$ cat config.mk
export PLATFORM = sky130hd
export DESIGN_NAME = td4_prog_loader
export DESIGN_NICKNAME = d
export VERILOG_FILES = /design/src/rtl/td4_prog_loader.sv
export SDC_FILE = /design/constraint.sdc
export NUM_CORES = 1
export LEC_CHECK = 0
export CAP_MARGIN = 20
export CORE_ASPECT_RATIO = 1.25
export CORE_MARGIN = 3
export CORE_UTILIZATION = 45
export CTS_CLUSTER_DIAMETER = 100
export DETAILED_ROUTE_END_ITERATION = 12
export GPL_TIMING_DRIVEN = 0
export HOLD_SLACK_MARGIN = 0.06
export PLACE_DENSITY = 0.74
export SLEW_MARGIN = 20
export SYNTH_ARGS = -nofsm -noshare
export SYNTH_HDL_FRONTEND = slang
export SYNTH_SLANG_ARGS = --single-unit
$ cat constraint.sdc
create_clock -name clk -period 5.75 [get_ports clk]
set_input_delay 0.8625 -clock clk [delete_from_list [all_inputs] [get_ports clk]]
set_output_delay 0.8625 -clock clk [all_outputs]
set_load 0.01 [all_outputs]
$ cat src/rtl/td4_prog_loader.sv
// TD4 program loader: accepts a 16-byte program plus optional checksum over valid/ready,
// stores it in a 16x8 memory read by the CPU, and holds the CPU in reset until the load succeeds.
module td4_prog_loader #(
    parameter int ADDR_W      = 4,
    parameter int DATA_W      = 8,
    parameter bit CHECKSUM_EN = 1'b1
) (
    input  logic              clk,
    input  logic              reset,
    input  logic              load_start,
    input  logic              in_valid,
    input  logic [DATA_W-1:0] in_data,
    output logic              in_ready,
    input  logic [ADDR_W-1:0] rom_adr,
    output logic [DATA_W-1:0] rom_data,
    output logic              cpu_reset,
    output logic              busy,
    output logic              load_ok,
    output logic              load_err
);

    localparam int DEPTH = 2 ** ADDR_W;
    localparam logic [ADDR_W-1:0] LAST_ADDR = {ADDR_W{1'b1}};

    typedef enum logic [1:0] {
        ST_HALT  = 2'd0,
        ST_LOAD  = 2'd1,
        ST_CHECK = 2'd2,
        ST_RUN   = 2'd3
    } state_t;

    state_t              state_r;
    logic [ADDR_W-1:0]   wr_ptr_r;
    logic [DATA_W-1:0]   sum_r;
    logic [DATA_W-1:0]   mem_r [DEPTH];
    logic                cpu_reset_r;
    logic                load_ok_r;
    logic                load_err_r;
    logic                in_ready_s;
    logic                xfer_s;
    logic [DATA_W-1:0]   check_sum_s;

    // Modular byte sum used for both the running sum and the final checksum test.
    function automatic logic [DATA_W-1:0] sum_mod(input logic [DATA_W-1:0] a,
                                                  input logic [DATA_W-1:0] b);
        return a + b;
    endfunction

    assign in_ready_s  = (state_r == ST_LOAD) || (state_r == ST_CHECK);
    assign xfer_s      = in_valid && in_ready_s;
    assign check_sum_s = sum_mod(sum_r, in_data);

    assign in_ready  = in_ready_s;
    assign busy      = in_ready_s;
    assign rom_data  = mem_r[rom_adr];
    assign cpu_reset = cpu_reset_r;
    assign load_ok   = load_ok_r;
    assign load_err  = load_err_r;

    // Loader state machine, program memory writes and registered status outputs.
    always_ff @(posedge clk) begin
        if (reset) begin
            state_r     <= ST_HALT;
            wr_ptr_r    <= {ADDR_W{1'b0}};
            sum_r       <= {DATA_W{1'b0}};
            cpu_reset_r <= 1'b1;
            load_ok_r   <= 1'b0;
            load_err_r  <= 1'b0;
            for (int i = 0; i < DEPTH; i++) begin
                mem_r[i] <= {DATA_W{1'b0}};
            end
        end else if (load_start) begin
            // A restart discards any byte offered in the same cycle.
            state_r     <= ST_LOAD;
            wr_ptr_r    <= {ADDR_W{1'b0}};
            sum_r       <= {DATA_W{1'b0}};
            cpu_reset_r <= 1'b1;
            load_ok_r   <= 1'b0;
            load_err_r  <= 1'b0;
        end else begin
            case (state_r)
                ST_HALT: begin
                    cpu_reset_r <= 1'b1;
                end
                ST_LOAD: begin
                    if (xfer_s) begin
                        mem_r[wr_ptr_r] <= in_data;
                        wr_ptr_r        <= wr_ptr_r + ADDR_W'(1);
                        sum_r           <= check_sum_s;
                        if (wr_ptr_r == LAST_ADDR) begin
                            if (CHECKSUM_EN) begin
                                state_r <= ST_CHECK;
                            end else begin
                                state_r     <= ST_RUN;
                                cpu_reset_r <= 1'b0;
                                load_ok_r   <= 1'b1;
                            end
                        end
                    end
                end
                ST_CHECK: begin
                    if (xfer_s) begin
                        if (check_sum_s == {DATA_W{1'b0}}) begin
                            state_r     <= ST_RUN;
                            cpu_reset_r <= 1'b0;
                            load_ok_r   <= 1'b1;
                        end else begin
                            state_r     <= ST_HALT;
                            cpu_reset_r <= 1'b1;
                            load_err_r  <= 1'b1;
                        end
                    end
                end
                ST_RUN: begin
                    cpu_reset_r <= 1'b0;
                end
                default: begin
                    state_r     <= ST_HALT;
                    cpu_reset_r <= 1'b1;
                end
            endcase
        end
    end

endmodule
==> notes.md, run 1 <==
On the backend side, the flow ran end to end.

The number of hold buffers added after CTS was 0. In this run the most critical hold path is launched from load_ok$_SDFFE_PP0P_. The flow reports that combinational logic draws 7.6% of the design power. According to the timing report, the critical path is launched from rom_adr[1]. The count of cells in the finished layout, fillers not included, comes to 766. According to the floorplan report, the total die area is 17000 um^2. The synthesis run shows the most used standard cells to be sky130_fd_sc_hd__edfxtp_1 (128), sky130_fd_sc_hd__and2_1 (113), sky130_fd_sc_hd__mux4_2 (40). Internal power comes to 0.00185 W.

The sequential share of the synthesized area stands at 60.3%. The floorplan net count stands at 531. The latest clock arrival within the worst-skew pair stands at 0.42 ns. The synthesis-to-layout area growth stands at 15.3%. The number of antenna violations at the first check in global routing came to 0. The synthesis stat section lists a flop and latch total of 145. The final report lists the setup-violating endpoint count as 0. In this run, synthesis inferred 128 flip-flops with an integrated enable.

Note that the worst hold path type here is reg2reg. For this run, the top clock speed supported by timing is 0.225 GHz. Post-route period utilization is reported as 77.3%.

The number of remaining DRC errors stands at 0. The count of tool warnings stands at 31. The reported net switching power stands at 0.000537 W. Setup repair after global routing left no endpoint under its margin. For this run the top cell type by instance count after synthesis was sky130_fd_sc_hd__edfxtp_1. The headroom to the max-slew limit stands at 37.4%. The fraction of power consumed by sequential logic stands at 49.8%.

The OpenROAD report gives the critical path a data arrival time of 3.58 ns. The tree is rooted in a sky130_fd_sc_hd__clkbuf_16. For this run, the post-layout net count is 576. STA shows the worst min-delay path finishing at load_ok$_SDFFE_PP0P_.

The number of unique standard cell types used by synthesis stands at 40. The maximum number of pins on one net before global-route repair stands at 17. In this run, the clock network consumes 42.6% of the power. The final global-route overflow total stands at 0.

Per the synthesis report, the dominant area consumer among library cells is sky130_fd_sc_hd__edfxtp_1. The post-CTS clock slew at the launch and capture registers of the worst setup and hold paths stands at 0.06 ns. The flow ran to the end, and the final reports show no timing, DRC or antenna violations. The required arrival time at the worst endpoint stands at 4.89 ns. The post-cts gate resize count stands at 0. The half-perimeter wire length of the detailed placement result stands at 11.0 mm. After synthesis, the chip area reported by Yosys is 6940 um^2. The total of fill cells in the finished design stands at 1234.

The layout cell share with drive strength beyond 1 stands at 14.9%. The final weighted congestion recorded by global placement is 0.844. The number of optimization iterations in the first detailed-route pass stands at 5. The initial utilization of the core area, before any placement, comes to 46.0%.

The number of I/O pins stands at 29. The report lists the number of standard-cell rows as 50. The first global-routing pass estimated 24.0 mm of wire. The slack of the worst reg-to-reg path stands at 2.62 ns. The worst-margin pin slew stands at 0.932 ns. The worst setup path is captured at a primary output. Measured in cells, the most critical reg-to-reg path has a length of 8. The worst path in the final design needs a cycle of 4.44 ns, including I/O delays and setup.

Across all setup checks in the final design, the least slack found is 1.31 ns. The largest vdd supply drop stands at 0.202 mV. The final setup skew stands at 0.00776 ns. Once iteration 0 of detailed routing completed, the report listed 330 DRC markers. Summing every instance area after synthesis gives 6940 um^2.

The vertical die dimension stands at 145 um. The net switching share of the total power stands at 22.5%. In this run the most used layer during global routing was met2.

For this run, the script counts the antenna cells in the layout as 0. The capture point of the critical path was reported as rom_data[7]. The number of H-tree branching levels stands at 4. In this run the critical register-to-register path is launched from state_r[0]$_SDFFE_PP0P_. Summed over all failing endpoints, the final setup total negative slack is 0 ns. The final max-slew violation count stands at 0. The average cell area after synthesis stands at 13.9 um^2.

The floorplan step set the die width to 117 um. After technology mapping, the gate count stands at 500. The core region is 15100 um^2.

The number of maximum-capacitance violations stands at 0. The leakage component of the power was reported as 2.78 nW. The total power density per cell area stands at 299 nW/um^2.

For this sky-water flow run, the detailed-routed wirelength per cell is reported as 19.8 um. The tally of yosys warning messages stands at 0. The via count of the first global-routing pass came to 4408. The count of clock tree sinks stands at 145. TritonCTS built the clock tree.
## run 1: critical path, cell delays in order
cell and delay (ns):
sky130_fd_sc_hd__clkdlybuf4s50_1 0.58, sky130_fd_sc_hd__clkbuf_1 0.66, sky130_fd_sc_hd__mux4_2 0.49, sky130_fd_sc_hd__mux4_2 0.48, sky130_fd_sc_hd__clkdlybuf4s50_1 0.49
## run 1: cells in the final DEF (no fill, tap or decap), types with 4 or more instances in the layout
cell type,count
sky130_fd_sc_hd__edfxtp_1,128
sky130_fd_sc_hd__a21oi_1,12
sky130_fd_sc_hd__o21ai_0,6
sky130_fd_sc_hd__clkdlybuf4s50_1,25
sky130_fd_sc_hd__xor2_1,8
sky130_fd_sc_hd__clkbuf_16,17
sky130_fd_sc_hd__or2_2,5
sky130_fd_sc_hd__nor2b_1,4
sky130_fd_sc_hd__buf_2,4
sky130_fd_sc_hd__dfxtp_1,17
sky130_fd_sc_hd__inv_1,9
sky130_fd_sc_hd__mux4_2,40
sky130_fd_sc_hd__and2_1,113
sky130_fd_sc_hd__o21ai_1,11
sky130_fd_sc_hd__nand2_1,27
sky130_fd_sc_hd__clkinvlp_4,4
sky130_fd_sc_hd__nor2_1,26
sky130_fd_sc_hd__nor4_1,4
sky130_fd_sc_hd__clkbuf_1,25
sky130_fd_sc_hd__ha_1,14
sky130_fd_sc_hd__nor3_1,16
## run 1: registers in the layout (all words and copies together), names as in the netlist
signal,flops
sum_r,8
load_ok,1
state_r,2
cpu_reset,1
load_err,1
wr_ptr_r,4
mem_r,128
## run 1: final cells by class
| class | instances | area share [%] |
|---|---|---|
| repair buffers | 26 | 3.19 |
| well taps | 208 | 3.25 |
| plain buffers | 31 | 1.55 |
| inverters | 10 | 0.469 |
| multi-input cells | 314 | 32.4 |
| clock buffers | 18 | 5.36 |
| flip-flops and latches | 145 | 52.3 |
| clock inverters | 14 | 1.47 |
## run 1: layer usage
layer | wire length [um] | part of all wire (%) | vias up
li1 | - | - | 1944
met1 | 5750 | 38 | 2065
met2 | 8320 | 55 | 133
met4 | 458 | 3.0 | 0
met5 | 0 | 0 | -
met3 | 670 | 4.4 | 24
## run 1: power groups by stage
| stage | clock [W] | combinational (W) | sequential [W] |
|---|---|---|---|
| floorplan | 0 | 0.000109 | 0.00121 |
| global placement | 0 | 0.000178 | 0.00121 |
| detailed placement | 0 | 0.000183 | 0.00121 |
| CTS | 0.00103 | 0.000183 | 0.00119 |
| global route | 0.00107 | 0.000195 | 0.00119 |
| finish | 0.00102 | 0.000181 | 0.00119 |
## run 1: kinds of logic after synthesis
| family | synth area share, % |
|---|---|
| fa+ha+maj | 2.81 |
| flops | 60.3 |
| buf+inv | 2.33 |
| xor+xnor | 1.14 |
| simple gates | 16.3 |
| mux | 13.1 |
| compound gates | 4.02 |
## run 1: through the flow
stage	utilization (%)	cell area, um^2	hold WS [ns]	total power [W]
6_report	53.1	8000	0.454	0.00239
5_1_grt	53.1	8000	0.488	0.00246
4_1_cts	53.1	8000	0.460	0.00240
3_5_place_dp	49.5	7460	0.444	0.00140
3_3_place_gp	49.4	7450	0.442	0.00139
2_1_floorplan	-	6940	0.440	0.00132
**Run 1: signal wires on met1**

Scale bar: 20 um.
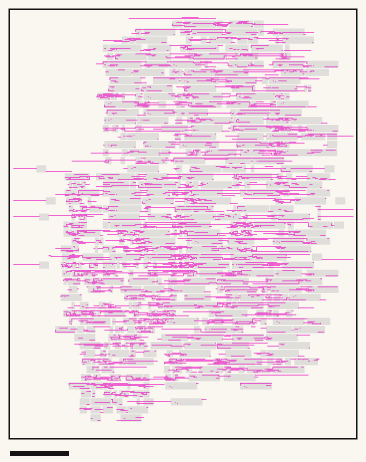
wire length on this layer: 5750 um
share of all routed wire: 38%
nets with wire on the layer: 556
main direction: horizontal
longest straight run: 46.5 um
count of vias placed by the detailed router: 4166
final WL: 15.2 mm
global routing usage on met1: 22.8%

**Run 1: M2 wires**

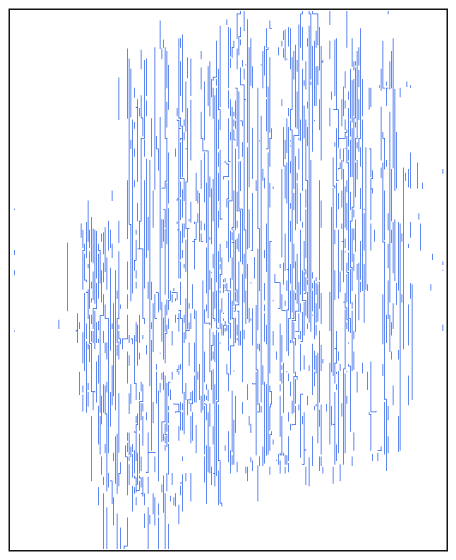
longest straight run: 80.9 um
share of all routed wire: 55%
main direction: vertical
nets with wire on the layer: 503
wire length on this layer: 8320 um
met2 track utilization from global routing: 34.5%

**Run 1: the metal 3 layer**

Scale bar: 20 um.
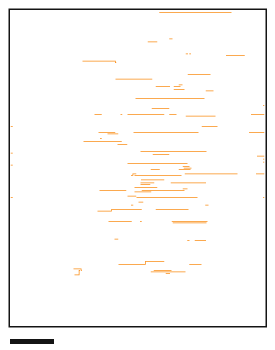
wire length on this layer: 670 um
main direction: horizontal
share of all routed wire: 4.4%
longest straight run: 32.9 um
GR Layer Usage met3: 4.24%

**Run 1: the metal 4 layer**

Scale bar: 20 um.
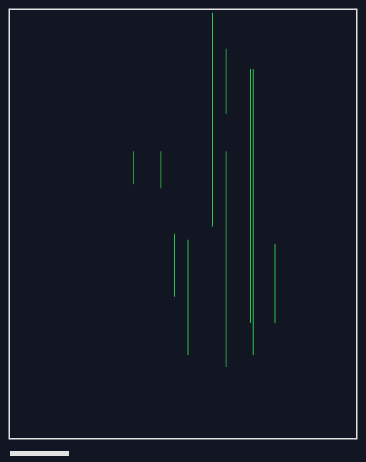
main direction: vertical
nets with wire on the layer: 8

## Run 2: what changed since run 1
clock period = 4.3 ns   (was 5.75 ns; I/O delays follow)
**Run 2: the metal 3 layer**

Scale bar: 20 um.
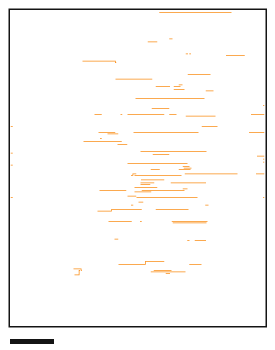
share of all routed wire: 4.4%
longest straight run: 32.9 um

==> notes.md, run 2 <==
On the backend side, the flow ran end to end.

The setup TNS stands at 0 ns (unchanged). The maximum number of pins on one net before global-route repair stands at 17 (unchanged). Hold-check failures listed in the final report amount to 0. Counting instances in the post-synthesis netlist gives the leading cell types as sky130_fd_sc_hd__edfxtp_1 (128), sky130_fd_sc_hd__and2_1 (113), sky130_fd_sc_hd__mux4_2 (40). The final tally of setup violations stands at 0 (unchanged). The top cell types in the final layout, fill and taps aside, are sky130_fd_sc_hd__edfxtp_1 (128), sky130_fd_sc_hd__and2_1 (113), sky130_fd_sc_hd__mux4_2 (40). The number of maximum-capacitance violations came to 0 (unchanged).

The global placer's final weighted congestion was 0.844 (unchanged). The number of antenna violations at the first check in global routing is 0 (unchanged). The required arrival time at the worst endpoint stands at 3.65 ns (-1.24 ns). The synthesis-to-layout area growth is 15.3% (unchanged). The worst setup path is launched from a primary input.

The headroom to the max-slew limit stands at 37.4% (unchanged). At the placement stage, the worst setup path has a slack of 0.278 ns. The power consumption stands at 0.00320 W (+34%). The hold buffer count at cts stands at 0 (unchanged). Looking at the cell usage after synthesis, the top flip-flop cell is sky130_fd_sc_hd__edfxtp_1. The half-perimeter wire length of the detailed placement result came to 11.0 mm (unchanged). The first-pass GRT wire length stands at 24.0 mm (unchanged). The final global-route overflow total came to 0 (unchanged). The most common logic cell in the final layout is sky130_fd_sc_hd__edfxtp_1. The number of remaining DRC errors is 0 (unchanged). The violation count after the first detailed-routing iteration was 330 (unchanged). The xor/xnor cell area share of the yosys netlist stands at 1.14% (unchanged). The latest clock arrival within the worst-skew pair stands at 0.42 ns (about the same).

The total detailed-routing wirelength stands at 15.2 mm (unchanged). Routed signal wires occupy layers up through met4. The synthesized design devotes to its leading area cell type 55.4% of total area. The synthesized-area fraction occupied by adder cells stands at 2.81% (unchanged).

By startpoint and endpoint, the worst setup path is classified as in2out. The count of clock tree sinks was 145 (unchanged). For this design, Yosys synthesis ends with a cell count of 500. The count of tool warnings stands at 31 (unchanged). The data arrival at the endpoint of the critical path is 3.36 ns (-0.22 ns). After synthesis, the share of flip-flops with an asynchronous set or reset is 0%. Per the post-route antenna check, the number of violating nets is 0. The number of unique standard cell types used by synthesis came to 40 (unchanged). The summed standard-cell area reported by yosys stands at 6940 um^2 (unchanged). The final max-slew violation count stands at 0 (unchanged). Per the CTS log, the root buffer master is sky130_fd_sc_hd__clkbuf_16. The post-CTS setup-driven buffer insertion count stands at 0.

The met3 wirelength from detailed routing came to 670 um (unchanged). The largest vdd supply drop stands at 0.270 mV (+34%). The post-CTS clock slew at the launch and capture registers of the worst setup and hold paths is 0.06 ns (about the same). The starting utilization of the core area stands at 46.0% (unchanged). The via count of the first global-routing pass stands at 4408 (unchanged). TritonCTS built the clock tree. The worst setup path is captured at a primary output. The post-cts gate resize count was 0 (unchanged). The die width came to 117 um (unchanged). The maximum net fanout on the critical path stands at 10. Per the placement log, port buffering inserted 25 buffers. The antenna diode count stands at 0 (unchanged). In the final layout, the registers with the most flip-flops are mem_r x128, sum_r x8, wr_ptr_r x4. The number of optimization iterations in the first detailed-route pass stands at 5 (unchanged). The sequential share of the synthesized area stands at 60.3% (unchanged). Looking at area per cell type in the netlist, the leader is sky130_fd_sc_hd__edfxtp_1.

The number of synthesized register bits stands at 145 (unchanged). The final hold slack is 0.454 ns (unchanged). The floorplan net count stands at 531 (unchanged). The total power density per cell area was 399 nW/um^2 (+34%). The final net count stands at 576 (unchanged). The flow ran to the end, and the final reports show no timing, DRC or antenna violations. The final critical-path setup slack was 0.293 ns (-1.01 ns). The number of cells produced by synthesis stands at 500 (unchanged).

The number of placement rows was 50 (unchanged). For the finished layout, the period the worst path requires is 4.01 ns. The highest clock rate this design can be run at is 0.250 GHz. The tally of yosys warning messages stands at 0 (unchanged). The global routing usage summed across all routing layers stands at 19.6%. The number of I/O pins stands at 29 (unchanged).

The vertical die dimension is 145 um (unchanged). The average cell area after synthesis stands at 13.9 um^2 (unchanged). The post-layout instance count excluding filler cells stands at 766 (unchanged). The die area stands at 17000 um^2 (unchanged). The final setup skew came to 0.00776 ns (unchanged).

The tightest min-delay check is of the reg2reg type. Ranked by total cell area, the synthesized netlist is headed by sky130_fd_sc_hd__edfxtp_1 (55%), sky130_fd_sc_hd__mux4_2 (13%), sky130_fd_sc_hd__and2_1 (10%), sky130_fd_sc_hd__dfxtp_1 (4.9%), sky130_fd_sc_hd__ha_1 (2.5%). The core region area came to 15100 um^2 (unchanged). The routed via count divided by cell count stands at 5.44.

The summed instance area of the synthesized netlist was 6940 um^2 (unchanged). The layout cell share with drive strength beyond 1 is 14.9% (unchanged). The final routed wire length divided by cell count was 19.8 um (unchanged). In this run the deepest clock path goes through 2 buffers. The simple-gate share of the synthesized area stands at 16.3% (unchanged).

The detailed-routed wire length on met2 stands at 8.32 mm (unchanged). The leakage power of the design is 2.78 nW (unchanged). The total clock buffers created by CTS stands at 17. The number of H-tree branching levels came to 4 (unchanged). The register with the most flip-flops in the final layout is mem_r. The vias after detailed routing came to 4166 (unchanged). The proportion of synthesized area in mux cells is 13.1% (unchanged). The number of synthesized flops with an enable pin stands at 128 (unchanged).

Setup repair after global routing left no endpoint under its margin. The number of flip-flops under the largest register name stands at 128 (unchanged). The worst-margin pin slew was 0.932 ns (unchanged). OpenROAD reports that the post-layout worst path occupies 93.2% of the period. The most common cell in the synthesized netlist is sky130_fd_sc_hd__edfxtp_1. The synthesis run identifies the leading combinational cell family as simple AND/OR/NAND/NOR gates. Including well taps, the total number of placed cells is 734. The and-or/or-and share of the synthesized area stands at 4.02% (unchanged). The met1 wire length stands at 5.75 mm (unchanged).
[run 2: routing by layer]
layer	GRT usage [%]	vias to the layer above
li1	-	1944
met1	22.8	2065
met2	34.5	133
met3	4.24	24
met4	9.06	0
met5	0	-
[run 2: report_power, final]
part | total [W] | leakage, nW | switching, W | internal, W
clock network | 0.00136 | 0.257 | 0.000571 | 0.000791
registers | 0.00159 | 1.43 | 0.0000153 | 0.00158
logic | 0.000242 | 1.10 | 0.000132 | 0.000111
total | 0.00320 | 2.78 | 0.000718 | 0.00248
[run 2: metrics by stage]
| stage | util (%) | cell area [um^2] |
|---|---|---|
| finish | 53.1 | 8000 |
| global route | 53.1 | 8000 |
| CTS | 53.1 | 8000 |
| detailed placement | 49.5 | 7460 |
| global placement | 49.4 | 7450 |
| floorplan | - | 6940 |
[run 2: worst max-delay path: stages]
cell	delay (ns)
sky130_fd_sc_hd__clkdlybuf4s50_1	0.58
sky130_fd_sc_hd__clkbuf_1	0.66
sky130_fd_sc_hd__mux4_2	0.49
sky130_fd_sc_hd__mux4_2	0.48
sky130_fd_sc_hd__clkdlybuf4s50_1	0.49
[run 2: final timing paths]
| path | startpoint | endpoint | slack [ns] | depth (start not counted) |
|---|---|---|---|---|
| min reg2reg | load_ok$_SDFFE_PP0P_ | load_ok$_SDFFE_PP0P_ | 0.45 | 2 |
| max | rom_adr[1] | rom_data[7] | 0.29 | 5 |
| min | load_ok$_SDFFE_PP0P_ | load_ok$_SDFFE_PP0P_ | 0.45 | 2 |
| max reg2reg | state_r[0]$_SDFFE_PP0P_ | mem_r[3][2]$_SDFFCE_PN0P_ | 1.17 | 8 |
[run 2: kinds of logic after synthesis]
group,after synthesis
buffers and inverters,41
adders and majority gates,15
and+or+nand+nor,204
muxes,41
AOI/OAI and AO/OA,45
xor gates and xnor gates,9
DFF,145
[run 2: layout make-up]
| cell class | count | area (um^2) |
|---|---|---|
| tap | 208 | 260 |
| clock buffer | 18 | 429 |
| fill | 1234 | 7070 |
| multi-input combinational | 314 | 2600 |
| inverter | 10 | 37.5 |
| buffer | 31 | 124 |
| timing repair buffer | 26 | 255 |
| sequential | 145 | 4180 |
| clock inverter | 14 | 118 |
## Run 3: what changed since run 2
HOLD_SLACK_MARGIN = unset   (was 0.06)
**Run 3: signal wires on met1**

Scale bar: 20 um.
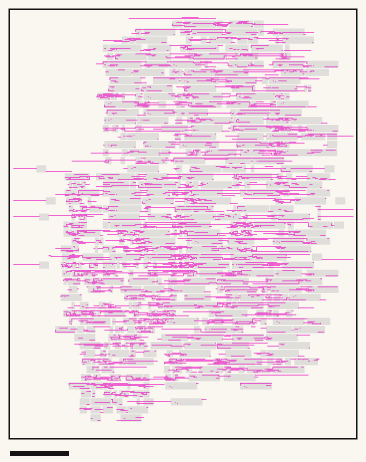

==> notes.md, run 3 <==
On the backend side, the flow ran end to end.

The cell sequence reported for the critical path is clkdlybuf4s50_1 > clkbuf_1 > mux4_2 > mux4_2 > clkdlybuf4s50_1. Looking at hold timing, the worst path starts from load_ok$_SDFFE_PP0P_. The area taken by flip-flops and latches came to 4180 um^2 (unchanged). The total of fill cells in the finished design stands at 1234 (unchanged). The vias after detailed routing came to 4166 (unchanged). The number of antenna violations at the first check in global routing stands at 0 (unchanged). The antenna diode count stands at 0 (unchanged). The synthesis-to-layout area growth came to 15.3% (unchanged). The worst setup path is launched from a primary input. The number of maximum-capacitance violations came to 0 (unchanged). The violation count after the first detailed-routing iteration stands at 330 (unchanged). The setup TNS was 0 ns (unchanged). The final global-route overflow total came to 0 (unchanged). The count of clock tree sinks was 145 (unchanged). In the final layout, the registers with the most flip-flops are mem_r x128, sum_r x8, wr_ptr_r x4. The peak per-stage delay on the critical path is 0.66 ns (about the same).

The largest register by flop count is mem_r. The quantity of I/O buffers inserted on ports stands at 25 (unchanged). The data arrival at the endpoint of the critical path stands at 3.36 ns (about the same). The largest vdd supply drop stands at 0.270 mV (unchanged). The synthesis report names the predominant flop master as sky130_fd_sc_hd__edfxtp_1.

The summed instance area of the synthesized netlist is 6940 um^2 (unchanged). The final antenna-violating net count came to 0 (unchanged). The number of flip-flops under the largest register name stands at 128 (unchanged). The flow ran to the end, and the final reports show no timing, DRC or antenna violations. The cell sitting at the root of the clock tree is a sky130_fd_sc_hd__clkbuf_16.

The maximum net fanout on the critical path stands at 10 (unchanged). The total placed cells including tap cells came to 734 (unchanged). The post-cts gate resize count stands at 0 (unchanged). The final period demand of the worst path came to 4.01 ns (unchanged). The net switching share of the total power stands at 22.5% (unchanged). The internal power summed over all cells stands at 0.00248 W (unchanged).

The number of synthesized register bits stands at 145 (unchanged). The share of total power in the clock network is 42.6% (about the same). Ranked by total cell area, the synthesized netlist is headed by sky130_fd_sc_hd__edfxtp_1 (55%), sky130_fd_sc_hd__mux4_2 (13%), sky130_fd_sc_hd__and2_1 (10%), sky130_fd_sc_hd__dfxtp_1 (4.9%), sky130_fd_sc_hd__ha_1 (2.5%). The maximum clock frequency stands at 0.250 GHz (unchanged). For reference, the most critical setup path is categorized as in2out. In the layout the commonest cells are sky130_fd_sc_hd__edfxtp_1 (128), sky130_fd_sc_hd__and2_1 (113), sky130_fd_sc_hd__mux4_2 (40). The final max-slew violation count is 0 (unchanged). The tally of yosys warning messages was 0 (unchanged). The area of combinational cells with multiple inputs was 2600 um^2 (unchanged). The required arrival time at the worst endpoint stands at 3.65 ns (about the same). The floorplan net count was 531 (unchanged). The top cell type in the final layout, fill and taps aside, is sky130_fd_sc_hd__edfxtp_1. The post-CTS setup-driven buffer insertion count is 0 (unchanged). The total power density per cell area stands at 399 nW/um^2 (unchanged). The number of I/O pins was 29 (unchanged).

The fraction of power consumed by sequential logic stands at 49.8% (about the same). The global placer's final weighted congestion came to 0.844 (unchanged). Setup repair after global routing left no endpoint under its margin. The summed standard-cell area reported by yosys came to 6940 um^2 (unchanged).

The maximum number of pins on one net before global-route repair stands at 17 (unchanged). The area fraction of the dominant cell type after synthesis came to 55.4% (unchanged). The final hold slack stands at 0.454 ns (unchanged). The global routing usage summed across all routing layers came to 19.6% (unchanged). The launch point of the critical path was reported as rom_adr[1].

The final routed wire length divided by cell count stands at 19.8 um (unchanged). The slowest stage of the critical path is the sky130_fd_sc_hd__clkbuf_1 cell. The count of tool warnings stands at 31 (unchanged). The half-perimeter wire length of the detailed placement result stands at 11.0 mm (unchanged). The relative contribution of combinational cells to total power stands at 7.6% (about the same). The proportion of synthesized flip-flops having asynchronous set or reset stands at 0% (unchanged). The number of H-tree branching levels came to 4 (unchanged). The core region area stands at 15100 um^2 (unchanged). The vertical die dimension was 145 um (unchanged).

The via count of the first global-routing pass is 4408 (unchanged). The number of unique standard cell types used by synthesis was 40 (unchanged). The worst setup path is captured at a primary output. The final net count stands at 576 (unchanged). sky130_fd_sc_hd__edfxtp_1 is the most common cell in the netlist. The final critical-path share of the clock period stands at 93.2% (unchanged). TritonCTS built the clock tree.

Of all cell types, the one taking the most synthesized area is sky130_fd_sc_hd__edfxtp_1. The reported net switching power stands at 0.000718 W (unchanged). The number of cells produced by synthesis stands at 500 (unchanged). The sequential share of the synthesized area is 60.3% (unchanged). The die width is 117 um (unchanged). The min-delay analysis places its worst path in the category reg2reg. The leakage power of the design came to 2.78 nW (unchanged).

The number of buffers on the longest clock path was 2 (unchanged). The final setup skew stands at 0.00776 ns (unchanged). The number of synthesized flops with an enable pin stands at 128 (unchanged).
-- run 3: cell counts after synthesis --
No cell type changed its count.
-- run 3: cells by family after synthesis --
| logic type | share of synthesized area (%) |
|---|---|
| AND-OR/OR-AND | 4.02 |
| XOR/XNOR | 1.14 |
| adder cells (fa/ha/maj) | 2.81 |
| buffers and inverters | 2.33 |
| flip-flops | 60.3 |
| multiplexers | 13.1 |
| AND/OR/NAND/NOR | 16.3 |
-- run 3: path summary, 6_finish.rpt --
kind,depth (start not counted),slack [ns],to
setup reg to reg,8,1.17,mem_r[3][2]$_SDFFCE_PN0P_
hold reg to reg,2,0.45,load_ok$_SDFFE_PP0P_
hold / removal,2,0.45,load_ok$_SDFFE_PP0P_
setup / recovery,5,0.29,rom_data[7]
-- run 3: metrics by stage --
stage / util (%) / worst slack [ns] / power [W] / cell area [um^2]
2_1_floorplan: - / 1.42 / 0.00176 / 6940
6_report: 53.1 / 0.293 / 0.00320 / 8000
5_1_grt: 53.1 / 0.212 / 0.00329 / 8000
4_1_cts: 53.1 / 0.290 / 0.00321 / 8000
3_5_place_dp: 49.5 / 0.278 / 0.00187 / 7460
3_3_place_gp: 49.4 / 0.285 / 0.00186 / 7450
-- run 3: area by class of cell --
type	instances	area share, %
Sequential cell	145	52.3
Multi-Input combinational cell	314	32.4
Clock buffer	18	5.36
Tap cell	208	3.25
Timing Repair Buffer	26	3.19
Buffer	31	1.55
Clock inverter	14	1.47
Inverter	10	0.469
-- run 3: power by group through the flow --
stage | sequential, W | clock (W) | combinational (W)
2_1_floorplan | 0.00162 | 0 | 0.000146
3_3_place_gp | 0.00162 | 0 | 0.000238
3_5_place_dp | 0.00162 | 0 | 0.000244
4_1_cts | 0.00159 | 0.00137 | 0.000245
5_1_grt | 0.00160 | 0.00144 | 0.000260
6_report | 0.00159 | 0.00136 | 0.000242
-- run 3: worst max-delay path: cells and delay by family --
kind / cells / cell delay (ns)
buffers and inverters: 3 / 1.73
muxes: 2 / 0.97
-- run 3: layer usage --
layer  GRT usage, %  wire length [um]  part of all wire, %
met1           22.8              5750                   38
met2           34.5              8320                   55
met3           4.24               670                  4.4
met4           9.06               458                  3.0
met5              0                 0                    0
Power and IR drop assume default switching activity.
